===== src/rtl/mem_arb_pkg.sv =====
// Shared types and helpers for the memory port arbiter.
// Port identifiers, the response latency constant and the alignment check.
package mem_arb_pkg;

  typedef enum logic {PORT_FETCH = 1'b0, PORT_DATA = 1'b1} port_id_t;

  localparam int RESP_LAT = 1;

  // Word accesses only; any nonzero low byte-offset is misaligned.
  function automatic logic is_misaligned(input logic [1:0] addr_lo);
    return addr_lo != 2'b00;
  endfunction

endpackage


===== src/rtl/mem_port_arbiter_if.sv =====
// Bundle of fetch, data and RAM-side signals around the memory port arbiter.
// The slave modport is the arbiter's view; master is the core+RAM view.
interface mem_port_arbiter_if
  import mem_arb_pkg::*;
#(
  parameter int ADDR_W = 16
);
  // Handshake: a transfer happens in a cycle where req and gnt are both high.
  // The requester holds req/addr/we/wdata stable until gnt; dropping req earlier
  // abandons the request. gnt is combinational; each granted transfer gets
  // exactly one rvalid pulse the following cycle, with err qualifying rvalid.
  logic              if_req;
  logic [ADDR_W-1:0] if_addr;
  logic              if_gnt;
  logic              if_rvalid;
  logic [31:0]       if_rdata;
  logic              if_err;

  logic              d_req;
  logic              d_we;
  logic [ADDR_W-1:0] d_addr;
  logic [31:0]       d_wdata;
  logic              d_gnt;
  logic              d_rvalid;
  logic [31:0]       d_rdata;
  logic              d_err;

  logic              mem_we;
  logic [ADDR_W-1:0] mem_addr;
  logic [31:0]       mem_d;
  logic [31:0]       mem_q;

  port_id_t          dbg_last_gnt;

  modport slave (
    input  if_req, if_addr, d_req, d_we, d_addr, d_wdata, mem_q,
    output if_gnt, if_rvalid, if_rdata, if_err,
    output d_gnt, d_rvalid, d_rdata, d_err,
    output mem_we, mem_addr, mem_d, dbg_last_gnt
  );

  modport master (
    output if_req, if_addr, d_req, d_we, d_addr, d_wdata, mem_q,
    input  if_gnt, if_rvalid, if_rdata, if_err,
    input  d_gnt, d_rvalid, d_rdata, d_err,
    input  mem_we, mem_addr, mem_d, dbg_last_gnt
  );
endinterface


===== src/rtl/mem_arb_pick.sv =====
// Combinational grant decision between fetch and data requests.
// MEM_ARB_RR_EN selects round-robin; otherwise data priority with a starvation override.
module mem_arb_pick
  import mem_arb_pkg::*;
(
  input  logic     reset,
  input  logic     if_req,
  input  logic     d_req,
`ifdef MEM_ARB_RR_EN
  input  port_id_t last_gnt,
`else
  input  logic     starve_full,
`endif
  output logic     if_gnt,
  output logic     d_gnt
);

  logic fetch_wins;

`ifdef MEM_ARB_RR_EN
  assign fetch_wins = (last_gnt == PORT_DATA);
`else
  assign fetch_wins = starve_full;
`endif

  always_comb begin
    if_gnt = 1'b0;
    d_gnt  = 1'b0;
    if (!reset) begin
      if (if_req && d_req) begin
        if_gnt = fetch_wins;
        d_gnt  = !fetch_wins;
      end else begin
        if_gnt = if_req;
        d_gnt  = d_req;
      end
    end
  end

endmodule


===== src/rtl/mem_port_arbiter.sv =====
// Single-port RAM arbiter between instruction fetch and load/store, registered responses.
// Build option MEM_ARB_RR_EN: round-robin arbitration instead of data priority + starvation guard.
module mem_port_arbiter
  import mem_arb_pkg::*;
#(
  parameter int ADDR_W       = 16,
  parameter int STARVE_LIMIT = 4
)(
  input  logic               clock,
  input  logic               reset,
  mem_port_arbiter_if.slave  bus
);

  port_id_t last_gnt;
  logic     if_gnt;
  logic     d_gnt;
  logic     if_mis;
  logic     d_mis;

  logic        if_rvalid_q, if_err_q;
  logic        d_rvalid_q, d_err_q;
  logic [31:0] if_rdata_q, d_rdata_q;

  assign if_mis = is_misaligned(bus.if_addr[1:0]);
  assign d_mis  = is_misaligned(bus.d_addr[1:0]);

`ifdef MEM_ARB_RR_EN
  mem_arb_pick u_pick (
    .reset    (reset),
    .if_req   (bus.if_req),
    .d_req    (bus.d_req),
    .last_gnt (last_gnt),
    .if_gnt   (if_gnt),
    .d_gnt    (d_gnt)
  );
`else
  localparam int CNT_W = $clog2(STARVE_LIMIT + 1);
  localparam logic [CNT_W-1:0] CNT_MAX = CNT_W'(STARVE_LIMIT);

  logic [CNT_W-1:0] starve_cnt;

  // Counts consecutive cycles fetch waited; saturates so fetch keeps priority until served.
  always_ff @(posedge clock) begin
    if (reset || !bus.if_req || if_gnt) starve_cnt <= '0;
    else if (starve_cnt != CNT_MAX)     starve_cnt <= starve_cnt + 1'b1;
  end

  mem_arb_pick u_pick (
    .reset       (reset),
    .if_req      (bus.if_req),
    .d_req       (bus.d_req),
    .starve_full (starve_cnt == CNT_MAX),
    .if_gnt      (if_gnt),
    .d_gnt       (d_gnt)
  );
`endif

  always_ff @(posedge clock) begin
    if (reset)       last_gnt <= PORT_FETCH;
    else if (d_gnt)  last_gnt <= PORT_DATA;
    else if (if_gnt) last_gnt <= PORT_FETCH;
  end

  assign bus.if_gnt       = if_gnt;
  assign bus.d_gnt        = d_gnt;
  assign bus.dbg_last_gnt = last_gnt;

  always_comb begin
    bus.mem_addr = '0;
    bus.mem_d    = '0;
    bus.mem_we   = 1'b0;
    if (d_gnt) begin
      bus.mem_addr = bus.d_addr;
      bus.mem_d    = bus.d_wdata;
      bus.mem_we   = bus.d_we && !d_mis;
    end else if (if_gnt) begin
      bus.mem_addr = bus.if_addr;
    end
  end

  always_ff @(posedge clock) begin
    if (reset) begin
      if_rvalid_q <= 1'b0;
      if_err_q    <= 1'b0;
      if_rdata_q  <= '0;
      d_rvalid_q  <= 1'b0;
      d_err_q     <= 1'b0;
      d_rdata_q   <= '0;
    end else begin
      if_rvalid_q <= if_gnt;
      if_err_q    <= if_gnt && if_mis;
      if_rdata_q  <= (if_gnt && !if_mis) ? bus.mem_q : 32'h0;
      d_rvalid_q  <= d_gnt;
      d_err_q     <= d_gnt && d_mis;
      d_rdata_q   <= (d_gnt && !d_we_mis_or_store()) ? bus.mem_q : 32'h0;
    end
  end

  // Loads that are aligned are the only data responses carrying RAM contents.
  function automatic logic d_we_mis_or_store();
    return bus.d_we || d_mis;
  endfunction

  // A response already registered when reset arrives is discarded, not delivered.
  assign bus.if_rvalid = if_rvalid_q && !reset;
  assign bus.if_err    = if_err_q && !reset;
  assign bus.if_rdata  = if_rdata_q;
  assign bus.d_rvalid  = d_rvalid_q && !reset;
  assign bus.d_err     = d_err_q && !reset;
  assign bus.d_rdata   = d_rdata_q;

endmodule


===== src/flat_wrapper.sv =====
// flat-port wrapper written by rule: the top's interface ports become plain ports
module mem_port_arbiter_flat import mem_arb_pkg::*;
#(
  parameter int ADDR_W       = 16,
  parameter int STARVE_LIMIT = 4
)
  (clock, reset, bus_if_req, bus_if_addr, bus_d_req, bus_d_we, bus_d_addr, bus_d_wdata, bus_mem_q, bus_if_gnt, bus_if_rvalid, bus_if_rdata, bus_if_err, bus_d_gnt, bus_d_rvalid, bus_d_rdata, bus_d_err, bus_mem_we, bus_mem_addr, bus_mem_d, bus_dbg_last_gnt);
  mem_port_arbiter_if #(.ADDR_W(ADDR_W)) bus_i ();
  input  logic clock;
  input  logic reset;
  input wire logic [$bits(bus_i.if_req)-1:0] bus_if_req;
  input wire logic [$bits(bus_i.if_addr)-1:0] bus_if_addr;
  input wire logic [$bits(bus_i.d_req)-1:0] bus_d_req;
  input wire logic [$bits(bus_i.d_we)-1:0] bus_d_we;
  input wire logic [$bits(bus_i.d_addr)-1:0] bus_d_addr;
  input wire logic [$bits(bus_i.d_wdata)-1:0] bus_d_wdata;
  input wire logic [$bits(bus_i.mem_q)-1:0] bus_mem_q;
  output wire logic [$bits(bus_i.if_gnt)-1:0] bus_if_gnt;
  output wire logic [$bits(bus_i.if_rvalid)-1:0] bus_if_rvalid;
  output wire logic [$bits(bus_i.if_rdata)-1:0] bus_if_rdata;
  output wire logic [$bits(bus_i.if_err)-1:0] bus_if_err;
  output wire logic [$bits(bus_i.d_gnt)-1:0] bus_d_gnt;
  output wire logic [$bits(bus_i.d_rvalid)-1:0] bus_d_rvalid;
  output wire logic [$bits(bus_i.d_rdata)-1:0] bus_d_rdata;
  output wire logic [$bits(bus_i.d_err)-1:0] bus_d_err;
  output wire logic [$bits(bus_i.mem_we)-1:0] bus_mem_we;
  output wire logic [$bits(bus_i.mem_addr)-1:0] bus_mem_addr;
  output wire logic [$bits(bus_i.mem_d)-1:0] bus_mem_d;
  output wire logic [$bits(bus_i.dbg_last_gnt)-1:0] bus_dbg_last_gnt;
  assign bus_i.if_req = bus_if_req;
  assign bus_i.if_addr = bus_if_addr;
  assign bus_i.d_req = bus_d_req;
  assign bus_i.d_we = bus_d_we;
  assign bus_i.d_addr = bus_d_addr;
  assign bus_i.d_wdata = bus_d_wdata;
  assign bus_i.mem_q = bus_mem_q;
  assign bus_if_gnt = bus_i.if_gnt;
  assign bus_if_rvalid = bus_i.if_rvalid;
  assign bus_if_rdata = bus_i.if_rdata;
  assign bus_if_err = bus_i.if_err;
  assign bus_d_gnt = bus_i.d_gnt;
  assign bus_d_rvalid = bus_i.d_rvalid;
  assign bus_d_rdata = bus_i.d_rdata;
  assign bus_d_err = bus_i.d_err;
  assign bus_mem_we = bus_i.mem_we;
  assign bus_mem_addr = bus_i.mem_addr;
  assign bus_mem_d = bus_i.mem_d;
  assign bus_dbg_last_gnt = bus_i.dbg_last_gnt;
  mem_port_arbiter #(.ADDR_W(ADDR_W), .STARVE_LIMIT(STARVE_LIMIT)) u_core (.clock(clock), .reset(reset), .bus(bus_i));
endmodule

===== config.mk =====
export PLATFORM = sky130hd
export DESIGN_NAME = mem_port_arbiter_flat
export DESIGN_NICKNAME = d
export VERILOG_FILES = /design/src/rtl/mem_arb_pkg.sv /design/src/rtl/mem_port_arbiter_if.sv /design/src/rtl/mem_arb_pick.sv /design/src/rtl/mem_port_arbiter.sv /design/src/flat_wrapper.sv
export SDC_FILE = /design/constraint.sdc
export NUM_CORES = 1
export LEC_CHECK = 0
export CAP_MARGIN = 20
export CORE_MARGIN = 2
export CORE_UTILIZATION = 39
export DETAILED_ROUTE_END_ITERATION = 7
export PLACE_DENSITY = 0.95
export SLEW_MARGIN = 20
export SYNTH_ARGS = -nofsm -noshare
export SYNTH_HDL_FRONTEND = slang
export SYNTH_SLANG_ARGS = --single-unit

===== constraint.sdc =====
create_clock -name clock -period 2.7 [get_ports clock]
set_input_delay 0.405 -clock clock [delete_from_list [all_inputs] [get_ports clock]]
set_output_delay 0.405 -clock clock [all_outputs]
set_load 0.02 [all_outputs]

Gate families picked out:
The bar under the picture is 20 microns long.
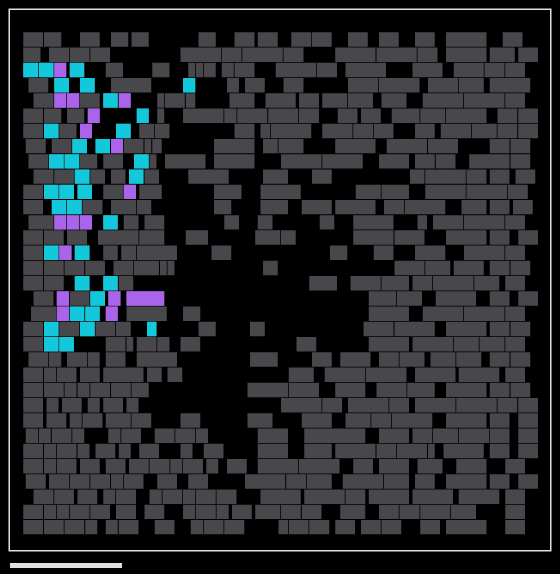
inverting AOI/OAI gates: in purple, cells 17. NAND gates: in cyan, cells 35.
Comb/total area: 0.283
highest-count logic cell in the final layout: clkdlybuf4s50_1
post-route insts no fill: 610

==> flow_results.xml <==
<?xml version="1.0" encoding="UTF-8"?>
<metrics>
  <group name="grt">
    <metric name="global_route_met1_utilization" unit="">0.234</metric>
    <metric name="antenna_found_initial" unit="">0</metric>
    <metric name="grt_max_degree" unit="">44</metric>
    <metric name="grt_pass1_vias" unit="">3010</metric>
    <metric name="grt_most_used_layer" unit="">met2</metric>
    <metric name="total_global_routing_track_utilization" unit="">0.214</metric>
    <metric name="gr-total-overflow" unit="">0</metric>
    <metric name="met2_usage" unit="">0.403</metric>
    <metric name="use_met3" unit="">0.0566</metric>
  </group>
  <group name="sta">
    <metric name="achievable-frequency" unit="GHz">0.380</metric>
    <metric name="worst_hold_margin" unit="ns">0.495</metric>
    <metric name="fin_setup_tns" unit="ns">0</metric>
    <metric name="slew_headroom" unit="">0.646</metric>
    <metric name="endpoints_failing_hold" unit="">0</metric>
    <metric name="finClkSkew" unit="ns">0.00763</metric>
    <metric name="finalSetupViolations" unit="">0</metric>
    <metric name="timing.final.ws_setup" unit="ns">0.0685</metric>
    <metric name="setup_repair_after_global_routing_missed_its_margin" unit="">false</metric>
    <metric name="worst_slew_pin_slew" unit="ns">0.531</metric>
    <metric name="period_minus_slack" unit="ns">2.63</metric>
    <metric name="final.period_utilization" unit="">0.975</metric>
    <metric name="report.final.slew_viol_count" unit="">0</metric>
  </group>
  <group name="final_layout">
    <metric name="clock_network_contribution_to_total_cell_area" unit="">0.0340</metric>
    <metric name="clock_buffers" unit="">11</metric>
    <metric name="largestClassByArea" unit="">non-clock buffers</metric>
    <metric name="seq_cells" unit="">72</metric>
    <metric name="nonClkBufAreaFrac" unit="">0.411</metric>
    <metric name="mi_logic_area" unit="sq um">1640</metric>
    <metric name="post-route-cell-area" unit="sq um">5810</metric>
    <metric name="nNonClkInverters" unit="">2</metric>
    <metric name="sh_seq_area" unit="">0.248</metric>
    <metric name="sequential_cell_area" unit="sq um">1440</metric>
    <metric name="finish.net_count" unit="">603</metric>
    <metric name="postLayoutCoreUtil" unit="">0.703</metric>
    <metric name="commonest_non_fill_non_tap_cells_in_the_layout" unit="">clkdlybuf4s50_1 (201), dfxtp_1 (72), nand3b_1 (32), and3_1 (32), nor4b_2 (32)</metric>
    <metric name="comb.multi_input.count" unit="">175</metric>
    <metric name="layout-area-overhead-vs-synth" unit="%">74.5</metric>
    <metric name="n_antenna_cell" unit="">0</metric>
    <metric name="fillCellCount" unit="">606</metric>
    <metric name="final_layout_size_suffix_gt1_frac" unit="">0.208</metric>
    <metric name="non_clock_buffer_count" unit="">240</metric>
  </group>
  <group name="clocking">
    <metric name="clock.latency.late_pin" unit="ns">0.33</metric>
    <metric name="clock_tree.buffer_depth" unit="">2</metric>
    <metric name="clock_root_buffer" unit="">clkbuf_8</metric>
    <metric name="cts_repair_resize_count" unit="">16</metric>
    <metric name="clkTransAtPathRegs" unit="ns">0.07</metric>
    <metric name="clock_sinks" unit="">72</metric>
    <metric name="cts_tree" unit="">done</metric>
    <metric name="cts_setup_buffers" unit="">4</metric>
    <metric name="holdBufCountCts" unit="">0</metric>
    <metric name="cts_max_level" unit="">3</metric>
    <metric name="numCtsBuffers" unit="">9</metric>
  </group>
  <group name="synth">
    <metric name="synth_top_flop_cell" unit="">dfxtp_1</metric>
    <metric name="yosys_area" unit="sq um">3330</metric>
    <metric name="ys_ff" unit="">72</metric>
    <metric name="enable_flop_cells" unit="">0</metric>
    <metric name="ys.warnings.count" unit="">0</metric>
    <metric name="synthDominantAreaCellType" unit="">dfxtp_1</metric>
    <metric name="syn_area" unit="sq um">3330</metric>
    <metric name="post_synth_mux_area_share" unit="">0</metric>
    <metric name="syn-instance-count" unit="">285</metric>
    <metric name="post_synth_xor_area_fraction" unit="">0</metric>
    <metric name="post_synth_arst_share" unit="">0</metric>
    <metric name="post_synth.cell_area_avg" unit="sq um">11.7</metric>
    <metric name="ys_sh_simple" unit="">0.442</metric>
    <metric name="synth-seq-area-share" unit="">0.433</metric>
    <metric name="synthDominantCellAreaShare" unit="">0.433</metric>
    <metric name="post_synth_num_cell_types" unit="">29</metric>
    <metric name="ys_sh_adder" unit="">0.00752</metric>
    <metric name="yosys.cell_count.top_type" unit="">dfxtp_1</metric>
    <metric name="yosysCellCount" unit="">285</metric>
    <metric name="yosys_aoi_share" unit="">0.0391</metric>
    <metric name="synth_nets" unit="">388</metric>
    <metric name="post_synth_most_frequent_cells" unit="">dfxtp_1 (72), and3_1 (33), nand3b_1 (32), nor4b_2 (32), nor3b_2 (31)</metric>
    <metric name="yosys-dominant-comb-family" unit="">simple AND/OR/NAND/NOR gates</metric>
    <metric name="yosys-top-cells-area" unit="">dfxtp_1 (43%), nor4b_2 (14%), nor3b_2 (12%)</metric>
  </group>
  <group name="route">
    <metric name="routed-wl-met2" unit="microns">5340</metric>
    <metric name="ant_nets" unit="">0</metric>
    <metric name="detailroute.via_count" unit="">3057</metric>
    <metric name="route.final.wire_length" unit="microns">10200</metric>
    <metric name="detailroute.wirelength.met3" unit="microns">809</metric>
    <metric name="drc" unit="">0</metric>
    <metric name="met1Wirelength" unit="microns">3920</metric>
    <metric name="top_layer_used" unit="">met4</metric>
    <metric name="dr.first_iter.drc_count" unit="">48</metric>
    <metric name="viasPerCell" unit="">5.01</metric>
    <metric name="detail_routed_net_length_per_standard_cell" unit="microns">16.7</metric>
    <metric name="dr.pass1.iters" unit="">4</metric>
  </group>
  <group name="setup_path">
    <metric name="r2r_setup_slack" unit="ns">0.87</metric>
    <metric name="worstPathCellList" unit="">clkdlybuf4s50_1, buf_6, and2b_4, and3_1, clkdlybuf4s50_1</metric>
    <metric name="critical_path.top_delay_family" unit="">buffers and inverters</metric>
    <metric name="worst_r2r_endpoint" unit="">u_core.bus.if_rdata[24]$_SDFF_PP0_</metric>
    <metric name="cpMaxStageDelayCell" unit="">clkdlybuf4s50_1</metric>
    <metric name="worst-r2r-cell-count" unit="">7</metric>
    <metric name="critPathKind" unit="">in2out</metric>
    <metric name="cell_type_with_the_highest_occurrence_count_on_the_critical_path" unit="">clkdlybuf4s50_1</metric>
    <metric name="critical_path_arrival" unit="ns">2.23</metric>
    <metric name="crit_path_max_incr_delay" unit="ns">0.62</metric>
    <metric name="crit_start" unit="">reset</metric>
    <metric name="start_kind" unit="">input port</metric>
    <metric name="critical_path_peak_fanout" unit="">43</metric>
    <metric name="endpoint" unit="">bus_mem_d[20]</metric>
    <metric name="worst_path_required" unit="ns">2.30</metric>
    <metric name="worstSetupEndpointType" unit="">primary output</metric>
    <metric name="crit_buf_inv" unit="">3</metric>
    <metric name="critical_path_depth" unit="">5</metric>
    <metric name="timing.rr.start" unit="">u_core.starve_cnt[0]$_SDFFE_PP0P_</metric>
  </group>
  <group name="floorplan">
    <metric name="core_util_floorplan" unit="">0.403</metric>
    <metric name="n_tap_cell" unit="">105</metric>
    <metric name="chip_area" unit="sq um">9290</metric>
    <metric name="fp.dieH" unit="microns">96.4</metric>
    <metric name="area_of_the_placeable_core" unit="sq um">8260</metric>
    <metric name="std_cell_rows" unit="">33</metric>
    <metric name="die_w" unit="microns">96.4</metric>
  </group>
  <group name="placement">
    <metric name="numPlacedInstances" unit="">589</metric>
    <metric name="buffer_ports.inserted" unit="">220</metric>
    <metric name="place_worst_setup_slack" unit="ns">-0.111</metric>
    <metric name="routabilityCongestion" unit="">0.741</metric>
    <metric name="post-dp-hpwl" unit="microns">7630</metric>
  </group>
  <group name="power_and_ir_drop">
    <metric name="combinational_power" unit="mW">0.465</metric>
    <metric name="switching_share" unit="">0.244</metric>
    <metric name="cell_internal_pwr" unit="mW">1.80</metric>
    <metric name="p_switching" unit="mW">0.581</metric>
    <metric name="power_share_of_the_sequential_group" unit="">0.454</metric>
    <metric name="total_power" unit="mW">2.38</metric>
    <metric name="leakage" unit="nW">2.22</metric>
    <metric name="power-top-group" unit="">registers</metric>
    <metric name="clockPowerShare" unit="">0.350</metric>
    <metric name="powerClk" unit="mW">0.833</metric>
    <metric name="sequentialPower" unit="mW">1.08</metric>
    <metric name="comb_power_share" unit="">0.196</metric>
    <metric name="vdd.ir_drop.worst" unit="uV">179</metric>
    <metric name="power_density" unit="nW/um^2">410</metric>
  </group>
  <group name="run_status">
    <metric name="run_status" unit="">finished clean</metric>
  </group>
  <group name="run">
    <metric name="stage_log_warnings" unit="">27</metric>
    <metric name="timing.max_cap.violations" unit="">0</metric>
  </group>
  <group name="min_path">
    <metric name="min_to" unit="">u_core.bus.dbg_last_gnt$_SDFFE_PP0P_</metric>
    <metric name="worst_hold_start" unit="">u_core.bus.dbg_last_gnt$_SDFFE_PP0P_</metric>
    <metric name="min_path_cells" unit="">1</metric>
    <metric name="min-delay-path-class" unit="">reg2reg</metric>
  </group>
</metrics>
Ports around the boundary:
Pins as bars across the die edge, other pins in gray.
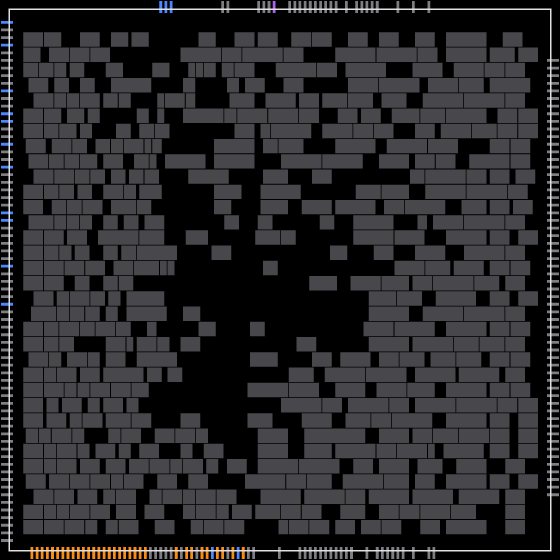
bus_if_err: in purple, pins 1, direction output, edge top. bus_mem_addr: in blue, pins 16, direction output, edge 11 left, 3 top, 2 bottom. bus_mem_d: in orange, pins 32, direction output, edge bottom.

Power figures rest on the tool's default switching activity, not on a simulated workload.
